==> config.mk <==
export PLATFORM = sky130hd
export DESIGN_NAME = mold_feed_arb
export DESIGN_NICKNAME = d
export VERILOG_FILES = /design/src/rtl/mold_feed_arb_pkg.sv /design/src/rtl/mold_feed_arb_rr_arb2.sv /design/src/rtl/mold_feed_arb.sv
export SDC_FILE = /design/constraint.sdc
export NUM_CORES = 1
export LEC_CHECK = 0
export CAP_MARGIN = 20
export CORE_AREA = 2 2 103 105
export CTS_CLUSTER_SIZE = 10
export DETAILED_ROUTE_END_ITERATION = 10
export DIE_AREA = 0 0 105 107
export PLACE_DENSITY = 0.77
export SYNTH_ARGS = -nofsm -noshare
export SYNTH_HDL_FRONTEND = slang
export SYNTH_SLANG_ARGS = --single-unit
==> constraint.sdc <==
create_clock -name clk -period 3.5 [get_ports clk]
set_clock_uncertainty 0.15 [all_clocks]
set_input_delay 0.35 -clock clk [delete_from_list [all_inputs] [get_ports clk]]
set_output_delay 0.35 -clock clk [all_outputs]
set_load 0.01 [all_outputs]
==> src/rtl/mold_feed_arb_pkg.sv <==
// Shared definitions for the mold feed path: default stream widths, timeout
// settings, arbiter FSM states and one-hot grant encodings.
package mold_feed_arb_pkg;

  localparam int AXI_DATA_W_DEF  = 64;
  localparam int AXI_KEEP_W_DEF  = 8;
  localparam int TIMEOUT_W_DEF   = 8;
  localparam int TIMEOUT_CYC_DEF = 200;

  typedef enum logic {
    ST_IDLE = 1'b0,
    ST_BUSY = 1'b1
  } arb_state_e;

  localparam logic [1:0] GRANT_NONE = 2'b00;
  localparam logic [1:0] GRANT_A    = 2'b01;
  localparam logic [1:0] GRANT_B    = 2'b10;

endpackage

==> src/rtl/mold_feed_arb_rr_arb2.sv <==
// Two-requester round-robin picker: combinational one-hot pick, plus a
// registered last-served pointer that advances only when a pick is taken.
module rr_arb2
  import mold_feed_arb_pkg::*;
(
  input  logic       clk,
  input  logic       reset,
  input  logic [1:0] req_i,
  input  logic       take_i,
  output logic [1:0] grant_o
);

  logic last_b_q;
  logic last_b_d;

  // On a tie the requester that was not served last wins.
  always_comb begin
    grant_o = GRANT_NONE;
    case (req_i)
      2'b01:   grant_o = GRANT_A;
      2'b10:   grant_o = GRANT_B;
      2'b11:   grant_o = last_b_q ? GRANT_A : GRANT_B;
      default: grant_o = GRANT_NONE;
    endcase
  end

  always_comb begin
    last_b_d = last_b_q;
    if (take_i && (grant_o != GRANT_NONE)) begin
      last_b_d = grant_o[1];
    end
  end

  // Pointer starts at B so feed A wins the first tie.
  always_ff @(posedge clk or posedge reset) begin
    if (reset) begin
      last_b_q <= 1'b1;
    end else begin
      last_b_q <= last_b_d;
    end
  end

endmodule

==> src/rtl/mold_feed_arb.sv <==
// Packet-granular arbiter merging two UDP payload feeds into a single stream
// toward the mold parser, with a stall timeout that aborts a stuck packet.
module mold_feed_arb
  import mold_feed_arb_pkg::*;
#(
  parameter int AXI_DATA_W  = AXI_DATA_W_DEF,
  parameter int AXI_KEEP_W  = AXI_KEEP_W_DEF,
  parameter int TIMEOUT_W   = TIMEOUT_W_DEF,
  parameter int TIMEOUT_CYC = TIMEOUT_CYC_DEF
) (
  input  logic                  clk,
  input  logic                  reset,

  input  logic                  a_axis_tvalid_i,
  input  logic [AXI_KEEP_W-1:0] a_axis_tkeep_i,
  input  logic [AXI_DATA_W-1:0] a_axis_tdata_i,
  input  logic                  a_axis_tlast_i,
  input  logic                  a_axis_tuser_i,
  output logic                  a_axis_tready_o,

  input  logic                  b_axis_tvalid_i,
  input  logic [AXI_KEEP_W-1:0] b_axis_tkeep_i,
  input  logic [AXI_DATA_W-1:0] b_axis_tdata_i,
  input  logic                  b_axis_tlast_i,
  input  logic                  b_axis_tuser_i,
  output logic                  b_axis_tready_o,

  output logic                  m_axis_tvalid_o,
  output logic [AXI_KEEP_W-1:0] m_axis_tkeep_o,
  output logic [AXI_DATA_W-1:0] m_axis_tdata_o,
  output logic                  m_axis_tlast_o,
  output logic                  m_axis_tuser_o,
  input  logic                  m_axis_tready_i,

  output logic [1:0]            grant_o,
  output logic                  abort_o,
  output logic [15:0]           pkt_cnt_a_o,
  output logic [15:0]           pkt_cnt_b_o
);

  // TIMEOUT_CYC must be below 2**TIMEOUT_W so the saturated count is representable.
  localparam logic [TIMEOUT_W-1:0] STALL_LIMIT = TIMEOUT_W'(TIMEOUT_CYC);
  localparam logic [TIMEOUT_W-1:0] STALL_LAST  = TIMEOUT_W'(TIMEOUT_CYC - 1);

  arb_state_e           state_q, state_d;
  logic [1:0]           grant_q, grant_d;
  logic [TIMEOUT_W-1:0] stall_q, stall_d;
  logic                 abort_q, abort_d;
  logic [15:0]          pkt_cnt_a_q, pkt_cnt_a_d;
  logic [15:0]          pkt_cnt_b_q, pkt_cnt_b_d;

  logic [1:0]           pick;
  logic                 arb_take;
  logic                 beat_ok;
  logic                 last_ok;

  assign arb_take = (state_q == ST_IDLE) && (a_axis_tvalid_i || b_axis_tvalid_i);

  rr_arb2 u_rr_arb2 (
    .clk     (clk),
    .reset   (reset),
    .req_i   ({b_axis_tvalid_i, a_axis_tvalid_i}),
    .take_i  (arb_take),
    .grant_o (pick)
  );

  // grant_q is zero whenever the FSM is idle, so the mux needs no state term.
  always_comb begin
    m_axis_tvalid_o = 1'b0;
    m_axis_tkeep_o  = '0;
    m_axis_tdata_o  = '0;
    m_axis_tlast_o  = 1'b0;
    m_axis_tuser_o  = 1'b0;
    if (grant_q[0]) begin
      m_axis_tvalid_o = a_axis_tvalid_i;
      m_axis_tkeep_o  = a_axis_tkeep_i;
      m_axis_tdata_o  = a_axis_tdata_i;
      m_axis_tlast_o  = a_axis_tlast_i;
      m_axis_tuser_o  = a_axis_tuser_i;
    end else if (grant_q[1]) begin
      m_axis_tvalid_o = b_axis_tvalid_i;
      m_axis_tkeep_o  = b_axis_tkeep_i;
      m_axis_tdata_o  = b_axis_tdata_i;
      m_axis_tlast_o  = b_axis_tlast_i;
      m_axis_tuser_o  = b_axis_tuser_i;
    end
  end

  assign a_axis_tready_o = grant_q[0] & m_axis_tready_i;
  assign b_axis_tready_o = grant_q[1] & m_axis_tready_i;

  assign beat_ok = m_axis_tvalid_o & m_axis_tready_i;
  assign last_ok = beat_ok & m_axis_tlast_o;

  // A completing beat is checked before the timeout so it always wins.
  always_comb begin
    state_d     = state_q;
    grant_d     = grant_q;
    stall_d     = stall_q;
    abort_d     = 1'b0;
    pkt_cnt_a_d = pkt_cnt_a_q;
    pkt_cnt_b_d = pkt_cnt_b_q;
    case (state_q)
      ST_IDLE: begin
        if (arb_take) begin
          state_d = ST_BUSY;
          grant_d = pick;
          stall_d = '0;
        end
      end
      ST_BUSY: begin
        if (last_ok) begin
          state_d     = ST_IDLE;
          grant_d     = GRANT_NONE;
          stall_d     = '0;
          pkt_cnt_a_d = pkt_cnt_a_q + {15'd0, grant_q[0]};
          pkt_cnt_b_d = pkt_cnt_b_q + {15'd0, grant_q[1]};
        end else if (beat_ok) begin
          stall_d = '0;
        end else if (stall_q >= STALL_LAST) begin
          state_d = ST_IDLE;
          grant_d = GRANT_NONE;
          stall_d = STALL_LIMIT;
          abort_d = 1'b1;
        end else begin
          stall_d = stall_q + 1'b1;
        end
      end
      default: begin
        state_d = ST_IDLE;
        grant_d = GRANT_NONE;
      end
    endcase
  end

  always_ff @(posedge clk or posedge reset) begin
    if (reset) begin
      state_q     <= ST_IDLE;
      grant_q     <= GRANT_NONE;
      stall_q     <= '0;
      abort_q     <= 1'b0;
      pkt_cnt_a_q <= '0;
      pkt_cnt_b_q <= '0;
    end else begin
      state_q     <= state_d;
      grant_q     <= grant_d;
      stall_q     <= stall_d;
      abort_q     <= abort_d;
      pkt_cnt_a_q <= pkt_cnt_a_d;
      pkt_cnt_b_q <= pkt_cnt_b_d;
    end
  end

  assign grant_o     = grant_q;
  assign abort_o     = abort_q;
  assign pkt_cnt_a_o = pkt_cnt_a_q;
  assign pkt_cnt_b_o = pkt_cnt_b_q;

endmodule

Fig. 1: run 1, met2 routing
The bar under the picture is 20 microns long.
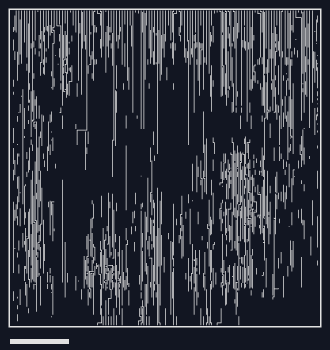
The layer carries 6580 microns of wire. The layer holds 52% of the routed length. The wires run mostly vertical.
Via Count: 3573
final wirelength: 12700 microns
fraction of met2 tracks used by global routing: 38.4%

Fig. 2: run 1, clock wires, drivers and flops
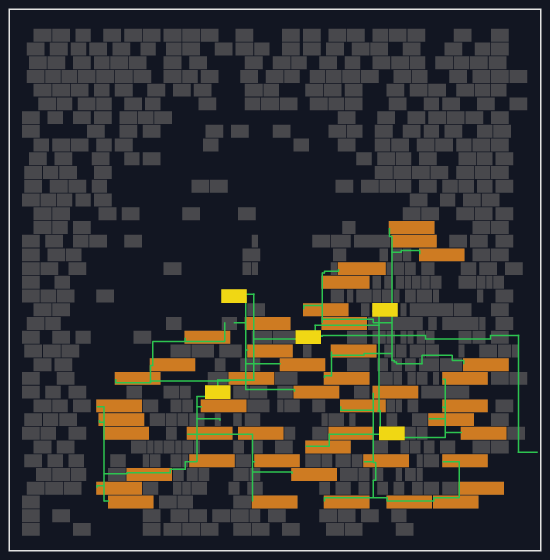
clock wires: shown in green, length 577 microns. clock-net drivers: shown in yellow, count 5. flip-flops: shown in orange, count 45.
There are 6 routed clock nets.
clock group share of total power: 13.0%
power in the clock group: 0.398 mW
clk ins delay skew pair: 0.30 ns

Fig. 3: run 1, cells coloured by class
The bar under the picture is 20 microns long. Fill, decap, tap and diode cells in grey.
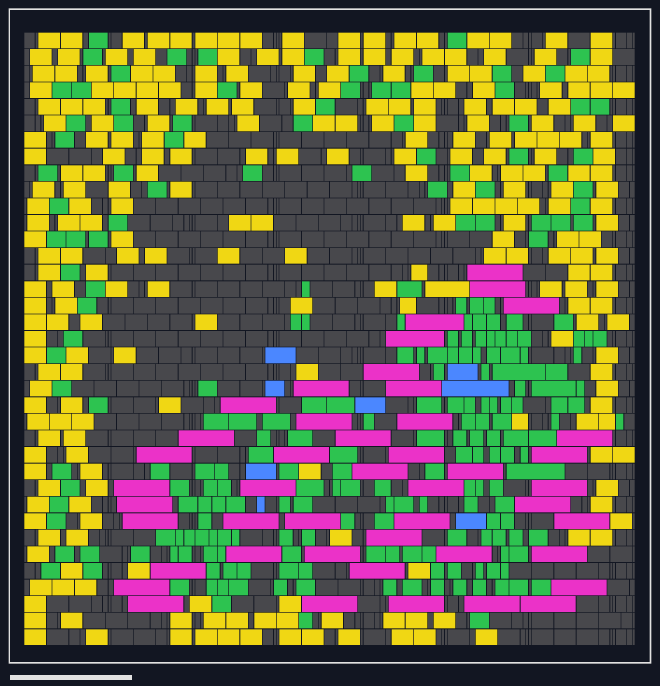
sequential cells: shown in magenta, cells 45. clock drivers and dummy loads: shown in blue, cells 8. remaining buffers and delay cells: shown in yellow, cells 269. remaining logic cells: shown in green, cells 233.
area inside the core boundary: 10100 sq um
flip-flop and latch share of the layout cell area: 19.2%
number of cell rows: 37

Fig. 4: run 1, cell outlines without signal wires
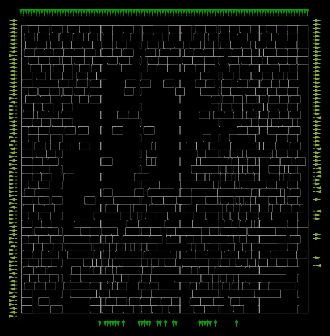
fill cell count: 908
Flop Count: 45
Finished Core Util: 58.1%
non-filler cells in the finished layout: 691
total number of tap cells: 136

==> impl_metrics.env, run 1 <==
# flow metrics
export IMPL_top_cell_type_by_instance_count_after_synthesis="sky130_fd_sc_hd__a22o_1"
export IMPL_yosys_register_bits=45
export IMPL_die_height_microns=107
export IMPL_dp_slack_ns=1.06
export IMPL_antenna_violations_before_repair=0
export IMPL_outcome="finished, final reports clean"
export IMPL_layout_cells_most_common="sky130_fd_sc_hd__clkdlybuf4s50_1"
export IMPL_drt_first_pass_iters=4
export IMPL_worstRegToRegCells=5
export IMPL_critical_path_arrival_ns=2.27
export IMPL_drt_iter0_markers=242
export IMPL_detailed_placement_hpwl_microns=10300
export IMPL_post_cts_repair_setup_buffers=0
export IMPL_count_of_max_cap_constraint_violations=0
export IMPL_synthToLayoutAreaGrowth_pct=95.3
export IMPL_highest_cell_delay_on_the_worst_timing_path_ns=0.59
export IMPL_ctsResizeCount=0
export IMPL_non_clock_buffer_area_share_pct=45.9
export IMPL_route_antenna_remaining_nets=0
export IMPL_power_internal_mw=1.92
export IMPL_category_of_the_most_critical_setup_path="reg -> out"
export IMPL_cp_data_required_time_ns=3.00
export IMPL_netlist_top_cells_area="sky130_fd_sc_hd__dfrtp_1, sky130_fd_sc_hd__a22o_1, sky130_fd_sc_hd__xnor2_1"
export IMPL_cts_buffers_inserted=5
export IMPL_critical_path_buf_inv_count=3
export IMPL_post_route_min_period_ns=2.77
export IMPL_first_pass_grt_wire_length_microns=19000
export IMPL_postLayoutSetupSlackWorst_ns=0.725
[run 1: final timing paths]
kind | to | slack, ns
worst max-delay path | m_axis_tdata_o[29] | 0.73
worst min-delay path | abort_o | 0.34
worst max register to register | grant_o[0] | 1.17
worst min register to register | pkt_cnt_b_o[15] | 0.34
max in group asynchronous | grant_o[0] | 2.45
min in group clk | pkt_cnt_b_o[15] | 0.34
[run 1: power by group through the flow]
stage	clock [mW]	combinational [mW]	sequential (mW)
5_1_grt	0.426	2.13	0.689
3_5_place_dp	0	1.99	0.684
3_3_place_gp	0	1.97	0.679
2_1_floorplan	0	0.908	0.673
6_report	0.398	1.99	0.677
4_1_cts	0.404	2.00	0.675
[run 1: stage by stage]
step | hold WS [ns] | utilization (%) | cell area (sq um)
after floorplan | 0.322 | - | 3000
after global placement | 0.314 | 57.0 | 5750
after detailed placement | 0.328 | 57.0 | 5750
after CTS | 0.340 | 58.1 | 5870
after global routing | 0.343 | 58.1 | 5870
final | 0.342 | 58.1 | 5870
[run 1: cell families after synthesis]
family          count (synthesis)  synth area share, %
fa+ha+maj                       5                 2.08
xor+xnor                       28                 8.17
compound gates                102                 28.0
buf+inv                        32                 5.13
mux                             5                 1.87
simple gates                   84                 17.2
flops                          45                 37.5
[run 1: worst reg2reg max path, cell delays in order, from the launching register on]
cell,delay (ns)
sky130_fd_sc_hd__dfrtp_1,0.41
sky130_fd_sc_hd__ha_1,0.24
sky130_fd_sc_hd__a2111oi_0,0.67
sky130_fd_sc_hd__o2111a_1,0.47
sky130_fd_sc_hd__a211oi_1,0.12
sky130_fd_sc_hd__o32ai_1,0.17
[run 1: routing by layer]
layer,routed length (microns),GRT usage (%),share of wire [%]
met1,4870,25.5,38
met2,6580,38.4,52
met3,1130,6.26,8.9
met4,157,4.19,1.2
met5,0,0,0
--- run 2 (diff from run 1) ---
Settings changed: CORE_AREA 2 2 103 105 to default, CORE_MARGIN from default to 1.5, CORE_UTILIZATION from default to 29, DIE_AREA 0 0 105 107 to default, PLACE_DENSITY 0.77 to 0.78.
Clock period 3.5 ns to 2.35 ns, I/O delays scaled along.
==> run 2 against run 1 <==
  * Sequential cell count is the same
  * Non-clock buffer count grew 9
  * Total power up 48%
  * Critical endpoint unchanged
  * Cell area is 2.8% higher
  * Via count increased by 2.0%
  * Setup slack got worse by 0.72 ns
  * Sequential power is 46% higher
  * Combinational power up 53%
  * Register-to-register slack worse by 1.1 ns
  * Synthesized cell count unchanged
  * Largest cell class unchanged
  * Critical path depth fell by 1
  * Sequential share of layout area fell by 0.53 points
==> impl_metrics.env, run 2 <==
# flow metrics
export IMPL_worstRegToRegCells=6
export IMPL_outcome="finished, final reports clean"
export IMPL_synth_async_reset_ratio_pct=100
export IMPL_synthToLayoutAreaGrowth_pct=101
export IMPL_use_met1_pct=27.1
export IMPL_top_logic_kind="AND-OR/OR-AND gates"
export IMPL_top_cell_type_by_instance_count_after_synthesis="sky130_fd_sc_hd__a22o_1"
export IMPL_route_antenna_remaining_nets=0
export IMPL_placed_area_sq_um=5850
export IMPL_yosys_register_bits=45
export IMPL_utilization_pct=60.9
export IMPL_instances_no_fill=697
export IMPL_antenna_violations_before_repair=0
export IMPL_multiplexer_fraction_of_the_synthesized_cell_area_pct=1.88
export IMPL_detailroute_via_count=3643
export IMPL_critical_path_cell_count=4
export IMPL_grt_max_degree=52
export IMPL_highest_cell_delay_on_the_worst_timing_path_ns=0.55
export IMPL_finalHoldViolations=0
export IMPL_first_pass_grt_wire_length_microns=19900
export IMPL_finalInstanceArea_sq_um=6030
export IMPL_yosys_area_share_simple_pct=17.2
export IMPL_detailed_placement_hpwl_microns=10900
export IMPL_totalWireLength_microns=13500
export IMPL_synth_compound_gate_area_share_pct=28.0
export IMPL_cts_buffers_inserted=5
export IMPL_routed_wl_met3_microns=995
export IMPL_critical_path_buf_inv_count=2
export IMPL_clock_insertion_delay_worst_skew_ns=0.31
export IMPL_hold_ws_ns=0.211
export IMPL_grt_busiest_layer="met2"
export IMPL_layout_cells_most_common="sky130_fd_sc_hd__clkdlybuf4s50_1"
export IMPL_postLayoutSetupSlackWorst_ns=0.00131
export IMPL_post_route_min_period_ns=2.35
export IMPL_top_layer_used="met4"
export IMPL_critical_path_arrival_ns=1.96
export IMPL_post_synth_fa_ha_maj_area_fraction_pct=2.08
export IMPL_ctsResizeCount=24
export IMPL_yosys_xor_share_pct=8.17
export IMPL_drt_iter0_markers=129
export IMPL_core_region_area_sq_um=9910
export IMPL_wirelength_met1_microns=5070
export IMPL_cp_data_required_time_ns=1.97
export IMPL_number_of_cell_rows=36
export IMPL_drt_first_pass_iters=4
export IMPL_wl_met2_microns=6980
==> run 2: cell types whose count changed in the layout (fill, tap and decap cells not counted), sizes merged <==
cell / previous run / this run
dlygate4sd2: 0 / 23
dlymetal6s2s: 0 / 28
bufinv: 1 / 0
clkdlybuf4s50: 264 / 213
buf: 5 / 13
bufbuf: 0 / 1
clkinvlp: 0 / 1
inv: 9 / 10
clkbuf: 6 / 5
==> run 2: worst paths after layout <==
| kind | slack [ns] | end | startpoint |
|---|---|---|---|
| min | 0.21 | stall_q[1] | reset |
| max reg2reg | 0.09 | pkt_cnt_a_o[1] | grant_o[0] |
| min in group clk | 0.34 | pkt_cnt_b_o[15] | pkt_cnt_b_o[15] |
| max in group asynchronous | 1.28 | pkt_cnt_a_o[1] | reset |
| min reg2reg | 0.34 | pkt_cnt_b_o[15] | pkt_cnt_b_o[15] |
| max | 0.001 | m_axis_tdata_o[29] | grant_o[0] |
==> run 2: power by group <==
| part | total, mW | internal (mW) | switching (mW) | leakage [nW] |
|---|---|---|---|---|
| Sequential | 0.991 | 0.879 | 0.111 | 0.611 |
| Combinational | 3.04 | 1.66 | 1.38 | 2.29 |
| Clock | 0.505 | 0.215 | 0.291 | 0.0447 |
| Total | 4.53 | 2.75 | 1.78 | 2.94 |
==> run 2: layout make-up <==
class / count / area (sq um)
fillers: 863 / 3880
repair buffers: 278 / 2880
multi-input cells: 224 / 1730
flip-flops and latches: 45 / 1130
well taps: 133 / 166
clock buffers: 5 / 68.8
inverters: 9 / 33.8
clock inverters: 3 / 25.0
==> run 2: cell families after synthesis <==
| logic type | after synthesis |
|---|---|
| DFF | 45 |
| AOI/OAI and AO/OA | 102 |
| and+or+nand+nor | 84 |
| adders and majority gates | 5 |
| muxes | 5 |
| xor gates and xnor gates | 28 |
| buffers and inverters | 32 |
Fig. 5: run 2, clock wires, drivers and flops
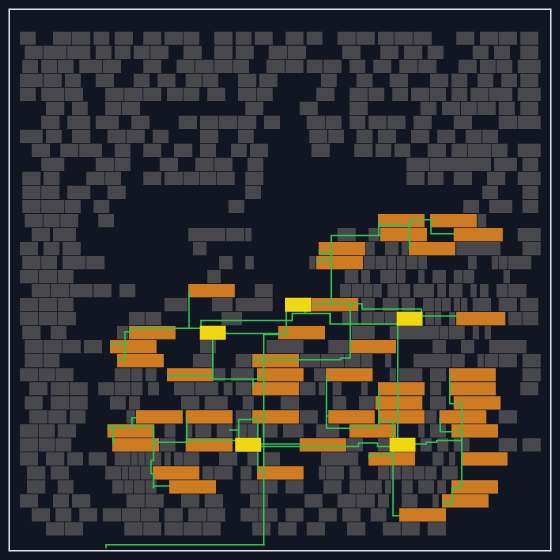
clock wires: shown in green, length 571 microns. flip-flops: shown in orange, count 45. clock-net drivers: shown in yellow, count 5.
There are 6 routed clock nets.

Power is estimated from default activity; no workload was simulated.
